==> src/rtl/conv_pkg.sv <==
// Shared definitions for the convolution output stream: FSM states, lane width
// and the ceiling-divide helper used to size channel groups.
package conv_pkg;

   localparam int LANE_W = 8;

   typedef enum logic [1:0] {
      IDLE  = 2'd0,
      RUN   = 2'd1,
      DRAIN = 2'd2
   } state_e;

   function automatic logic [31:0] ceil_div(input logic [31:0] num, input logic [31:0] den);
      return (num + den - 32'd1) / den;
   endfunction

endpackage

==> src/rtl/conv_out_fifo.sv <==
// Synchronous output buffer holding packed beats with their framing flags.
// The head word reads as zero while the buffer is empty.
module conv_out_fifo #(
   parameter int WIDTH = 66,
   parameter int DEPTH = 16,
   localparam int AW = $clog2(DEPTH)
) (
   input  logic             clk,
   input  logic             reset,
   input  logic             push_i,
   input  logic [WIDTH-1:0] wrData_i,
   input  logic             pop_i,
   output logic [WIDTH-1:0] rdData_o,
   output logic             full_o,
   output logic             empty_o,
   output logic [AW:0]      count_o
);

   logic [WIDTH-1:0] mem [DEPTH];
   logic [AW-1:0]    wrPtr_q;
   logic [AW-1:0]    rdPtr_q;
   logic [AW:0]      count_q;
   logic             doPush;
   logic             doPop;

   assign doPush   = push_i && !full_o;
   assign doPop    = pop_i && !empty_o;
   assign full_o   = (count_q == (AW+1)'(DEPTH));
   assign empty_o  = (count_q == '0);
   assign count_o  = count_q;
   assign rdData_o = empty_o ? '0 : mem[rdPtr_q];

   // Pointers wrap naturally because the depth is a power of two.
   always_ff @(posedge clk or negedge reset) begin
      if (!reset) begin
         wrPtr_q <= '0;
         rdPtr_q <= '0;
         count_q <= '0;
      end else begin
         if (doPush) wrPtr_q <= wrPtr_q + AW'(1);
         if (doPop)  rdPtr_q <= rdPtr_q + AW'(1);
         case ({doPush, doPop})
            2'b10:   count_q <= count_q + (AW+1)'(1);
            2'b01:   count_q <= count_q - (AW+1)'(1);
            default: count_q <= count_q;
         endcase
      end
   end

   always_ff @(posedge clk) begin
      if (doPush) mem[wrPtr_q] <= wrData_i;
   end

endmodule

==> src/rtl/conv_output_stream.sv <==
// Packs systolic-array results into framed int8 beats (rowEnd/last) for one layer.
// Optional CONV_OUTPUT_RELU_EN clamps negative lanes to zero before buffering.
module conv_output_stream
   import conv_pkg::*;
#(
   parameter int LANES      = 8,
   parameter int DIM_W      = 16,
   parameter int FIFO_DEPTH = 16
) (
   input  logic                    clk,
   input  logic                    reset,
   input  logic                    start,
   input  logic [DIM_W-1:0]        In_Channel,
   input  logic [DIM_W-1:0]        Matrix_Col,
   input  logic [DIM_W-1:0]        Matrix_Row,
   input  logic [LANE_W*LANES-1:0] sData,
   input  logic                    sValid,
   output logic                    sReady,
   output logic [LANE_W*LANES-1:0] mData_payload,
   output logic                    mData_valid,
   input  logic                    mData_ready,
   output logic                    mData_last,
   output logic                    mData_rowEnd,
   output logic                    layer_done
);

   localparam int DATA_W = LANE_W * LANES;
   localparam int FIFO_W = DATA_W + 2;
   localparam int CNT_W  = $clog2(FIFO_DEPTH) + 1;

   state_e            state_q, state_d;
   logic [DIM_W-1:0]  groups_q, groups_d;
   logic [DIM_W-1:0]  rem_q, rem_d;
   logic [DIM_W-1:0]  cols_q, cols_d;
   logic [DIM_W-1:0]  rows_q, rows_d;
   logic [DIM_W-1:0]  grpCnt_q, grpCnt_d;
   logic [DIM_W-1:0]  colCnt_q, colCnt_d;
   logic [DIM_W-1:0]  rowCnt_q, rowCnt_d;
   logic              layerDone_q, layerDone_d;

   logic              accept;
   logic              lastGroup;
   logic              lastCol;
   logic              lastRow;
   logic              beatRowEnd;
   logic              beatLast;
   logic [DATA_W-1:0] beatData;
   logic [LANE_W-1:0] laneVal;

   logic              fifoFull;
   logic              fifoEmpty;
   logic [CNT_W-1:0]  fifoCount;
   logic [FIFO_W-1:0] fifoRdData;

   assign sReady     = (state_q == RUN) && !fifoFull;
   assign accept     = sValid && sReady;
   assign lastGroup  = (grpCnt_q == groups_q - DIM_W'(1));
   assign lastCol    = (colCnt_q == cols_q - DIM_W'(1));
   assign lastRow    = (rowCnt_q == rows_q - DIM_W'(1));
   assign beatRowEnd = lastGroup && lastCol;
   assign beatLast   = beatRowEnd && lastRow;
   assign layer_done = layerDone_q;

   always_ff @(posedge clk or negedge reset) begin
      if (!reset) begin
         state_q     <= IDLE;
         groups_q    <= '0;
         rem_q       <= '0;
         cols_q      <= '0;
         rows_q      <= '0;
         grpCnt_q    <= '0;
         colCnt_q    <= '0;
         rowCnt_q    <= '0;
         layerDone_q <= 1'b0;
      end else begin
         state_q     <= state_d;
         groups_q    <= groups_d;
         rem_q       <= rem_d;
         cols_q      <= cols_d;
         rows_q      <= rows_d;
         grpCnt_q    <= grpCnt_d;
         colCnt_q    <= colCnt_d;
         rowCnt_q    <= rowCnt_d;
         layerDone_q <= layerDone_d;
      end
   end

   // Counters walk channel group fastest, then column, then row.
   always_comb begin
      state_d     = state_q;
      groups_d    = groups_q;
      rem_d       = rem_q;
      cols_d      = cols_q;
      rows_d      = rows_q;
      grpCnt_d    = grpCnt_q;
      colCnt_d    = colCnt_q;
      rowCnt_d    = rowCnt_q;
      layerDone_d = 1'b0;
      case (state_q)
         IDLE: begin
            if (start) begin
               if ((In_Channel == '0) || (Matrix_Col == '0) || (Matrix_Row == '0)) begin
                  layerDone_d = 1'b1;
               end else begin
                  state_d  = RUN;
                  groups_d = DIM_W'(ceil_div(32'(In_Channel), 32'(LANES)));
                  rem_d    = DIM_W'(32'(In_Channel) % 32'(LANES));
                  cols_d   = Matrix_Col;
                  rows_d   = Matrix_Row;
                  grpCnt_d = '0;
                  colCnt_d = '0;
                  rowCnt_d = '0;
               end
            end
         end
         RUN: begin
            if (accept) begin
               if (!lastGroup) begin
                  grpCnt_d = grpCnt_q + DIM_W'(1);
               end else begin
                  grpCnt_d = '0;
                  if (!lastCol) begin
                     colCnt_d = colCnt_q + DIM_W'(1);
                  end else begin
                     colCnt_d = '0;
                     if (!lastRow) begin
                        rowCnt_d = rowCnt_q + DIM_W'(1);
                     end else begin
                        rowCnt_d = '0;
                        state_d  = DRAIN;
                     end
                  end
               end
            end
         end
         DRAIN: begin
            if (fifoCount == '0) begin
               state_d     = IDLE;
               layerDone_d = 1'b1;
            end
         end
         default: state_d = IDLE;
      endcase
   end

   // Lanes beyond the real channel count in the final group are padding.
   always_comb begin
      beatData = '0;
      laneVal  = '0;
      for (int i = 0; i < LANES; i++) begin
         laneVal = sData[i*LANE_W +: LANE_W];
`ifdef CONV_OUTPUT_RELU_EN
         if (laneVal[LANE_W-1]) laneVal = '0;
`else
         laneVal = laneVal;
`endif
         if (lastGroup && (rem_q != '0) && (rem_q <= DIM_W'(i))) laneVal = '0;
         beatData[i*LANE_W +: LANE_W] = laneVal;
      end
   end

   conv_out_fifo #(
      .WIDTH (FIFO_W),
      .DEPTH (FIFO_DEPTH)
   ) u_fifo (
      .clk      (clk),
      .reset    (reset),
      .push_i   (accept),
      .wrData_i ({beatLast, beatRowEnd, beatData}),
      .pop_i    (mData_valid && mData_ready),
      .rdData_o (fifoRdData),
      .full_o   (fifoFull),
      .empty_o  (fifoEmpty),
      .count_o  (fifoCount)
   );

   assign mData_valid = !fifoEmpty;
   assign {mData_last, mData_rowEnd, mData_payload} = fifoRdData;

endmodule

==> config.mk <==
export PLATFORM = sky130hd
export DESIGN_NAME = conv_output_stream
export DESIGN_NICKNAME = d
export VERILOG_FILES = /design/src/rtl/conv_pkg.sv /design/src/rtl/conv_out_fifo.sv /design/src/rtl/conv_output_stream.sv
export SDC_FILE = /design/constraint.sdc
export NUM_CORES = 2
export LEC_CHECK = 0
export ABC_AREA = 1
export CAP_MARGIN = 20
export CORE_MARGIN = 2
export CORE_UTILIZATION = 38
export DETAILED_ROUTE_END_ITERATION = 8
export SYNTH_ARGS = -nofsm -noshare
export SYNTH_HDL_FRONTEND = slang
export SYNTH_HIERARCHICAL = 1
export SYNTH_SLANG_ARGS = --single-unit
==> constraint.sdc <==
create_clock -name clk -period 11.8 [get_ports clk]
set_clock_uncertainty 0.2 [all_clocks]
set_input_delay 2.36 -clock clk [delete_from_list [all_inputs] [get_ports clk]]
set_output_delay 2.36 -clock clk [all_outputs]
set_load 0.01 [all_outputs]
==> GITHUB_STEP_SUMMARY <==
## Implementation flow summary

| Metric | Value |
|---|---|
| Outcome | `completed` |
| Die Wd | `380 um` |
| Worst reg-to-reg path cell count | `8` |
| Routed vias/inst | `4.96` |
| Reg-to-reg critical path endpoint | `u_fifo/mem[7][5]` |
| Wire length on met3 | `10,300 um` |
| Post-CTS Hold Fix Bufs | `0` |
| Synthesized-area fraction occupied by adder cells | `0.350%` |
| Distinct cells, synth | `45` |
| Chip Area | `0.144 mm^2` |
| Launch point of the worst hold path | `cols_q[1]` |
| Category of the most critical setup path | `reg2out` |
| Highest-utilization routing layer at the global route stage | `met2` |
| Fraction of layout cells with a size suffix above 1 | `5.25%` |
| Area share of and-or/or-and cells after synthesis | `2.01%` |
| Detailed router's first-iteration violation count | `3,288` |
| Yosys cell count | `5,540` |
| Fraction of met2 tracks used by global routing | `32.0%` |
| Total negative slack | `0 ns` |
| Cell chain of the critical path | `buf_12 -> buf_4 -> buf_4 -> nand2_1 -> nand2_1 -> nand2_1 -> nand3_1 -> nand3_1 -> a21oi_1 -> clkdlybuf4s50_1` |
| Post-layout min period | `7.60 ns` |
| Starting density of the core | `38.4%` |
| Min Hold Slack | `around 0.29 ns` |
| Worst vdd rail ir drop | `0.000320 V` |
| Pin count of the biggest net entering global routing | `between 300 and 400` |
| Clock tree from TritonCTS | `yes` |
| Register containing the most flip-flops in the final layout | `u_fifo/mem` |
| Switching portion of total power | `38.6%` |
| Length of routed wiring on met1 | `62,600 um` |
| Filler-free cell count of the finished design | `approximately 7,600` |
| Sum of overflow across all layers after global routing | `0` |
| Proportion of synthesized area in mux cells | `0%` |
| Cell count after placement | `approximately 7,400` |
| Worst slack at placement | `4.91 ns` |
| Later-pin clock latency in the skew report | `0.76 ns` |
| Endpoint, Worst Hold | `cols_q[1]` |
| Worst setup path end | `mData_payload[27]` |
| Number of flip-flops in the largest register | `between 1,000 and 1,500` |
| Cell area after synthesis | `0.0537 mm^2` |
| P_comb | `5360 uW` |
| Count of flip-flops with a built-in enable after synthesis | `approximately 1,100` |
| Final count of negative-setup-slack endpoints | `0` |
| Overall power | `roughly 15,000 uW` |
| Antenna violations before repair | `5` |
| First element of the critical path | `u_fifo/rdPtr_q[0]` |
| Count of final max-slew check failures | `0` |
| Simple-gate share of the synthesized area | `23.7%` |
| Internal reg-to-reg setup slack | `7.04 ns` |
| Internal | `~9000 uW` |
cell type report:
cell class,instances,area [um^2]
flip-flops and latches,1169,34600
inverters,794,3020
multi-input cells,3318,14600
diodes,1,2.50
well taps,1876,2350
clock buffers,167,3540
clock inverters,74,623
repair buffers,245,2340
fillers,13300,78800
synth_stat cells (46+ instances only):
library cell                  n
sky130_fd_sc_hd__nand2_1   1968
sky130_fd_sc_hd__edfxtp_1  1056
sky130_fd_sc_hd__inv_1      784
sky130_fd_sc_hd__nand3_1    757
sky130_fd_sc_hd__nor2_1     169
sky130_fd_sc_hd__buf_2      139
sky130_fd_sc_hd__dfrtp_1    113
sky130_fd_sc_hd__o21ai_0     99
sky130_fd_sc_hd__a21oi_1     79
sky130_fd_sc_hd__buf_6       52
sky130_fd_sc_hd__nand4_1     49
sky130_fd_sc_hd__xor2_1      46
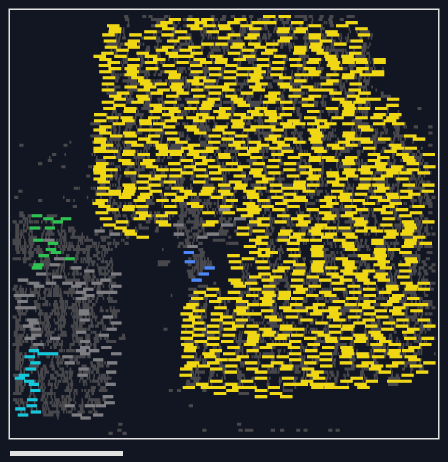
**Above:** where the registers sit.
Bar = 100 um. Other sequential cells in the stronger gray, the rest of the logic in the fainter gray.
legend:
  yellow:
    name_in_the_netlist: `u_fifo/mem`
    placed_flops: 1,056
  blue:
    name_in_the_netlist: `u_fifo/count_o`
    placed_flops: 5
    where: center
  cyan:
    name_in_the_netlist: `rows_q`
    placed_flops: 16
    where: lower left
  green:
    name_in_the_netlist: `groups_q`
    placed_flops: 14
    where: middle left
Flop+latch power: 5320 uW
utilization after layout: 43.7%
Seq. cell area: 0.0346 mm^2
proportion of cell area occupied by registers: 56.6%

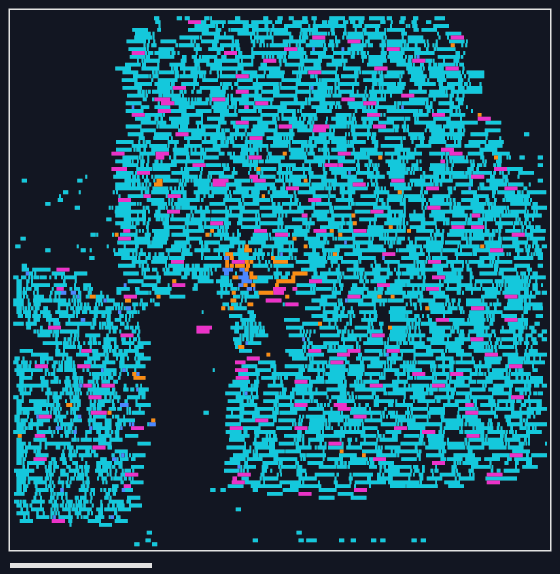
**Above:** cell sizes after repair.
Bar = 100 um.
legend:
  cyan:
    size: x1 and smaller
    cells: 5,464
    share: 95%
  orange:
    size: x3 and x4
    cells: 79
    share: 1.4%
  blue:
    size: x2
    cells: 61
    share: 1.1%
  magenta:
    size: x6 and larger
    cells: 163
    share: 2.8%
Buffers, non-clock: 245
post-route design area: 0.0611 mm^2
setup slack of the critical path after layout: 4.20 ns
Area growth syn-to-layout: 13.8%

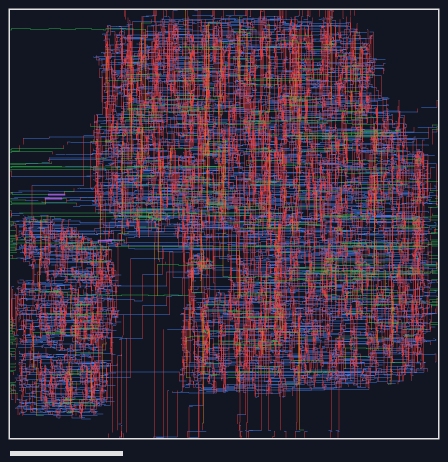
**Above:** routed metal, one color a layer.
Bar = 100 um.
legend:
  orange:
    layer: M4
    wire_length: 3,840 um
  green:
    layer: M3
    wire_length: 10,300 um
  blue:
    layer: M1
    wire_length: 62.6 mm
  red:
    layer: M2
    wire_length: 67.6 mm
  purple:
    layer: M5
    wire_length: 38.6 um
total track usage: 19.7%
post-detailed-routing wire length: 144,000 um

Power and IR drop assume default switching activity.
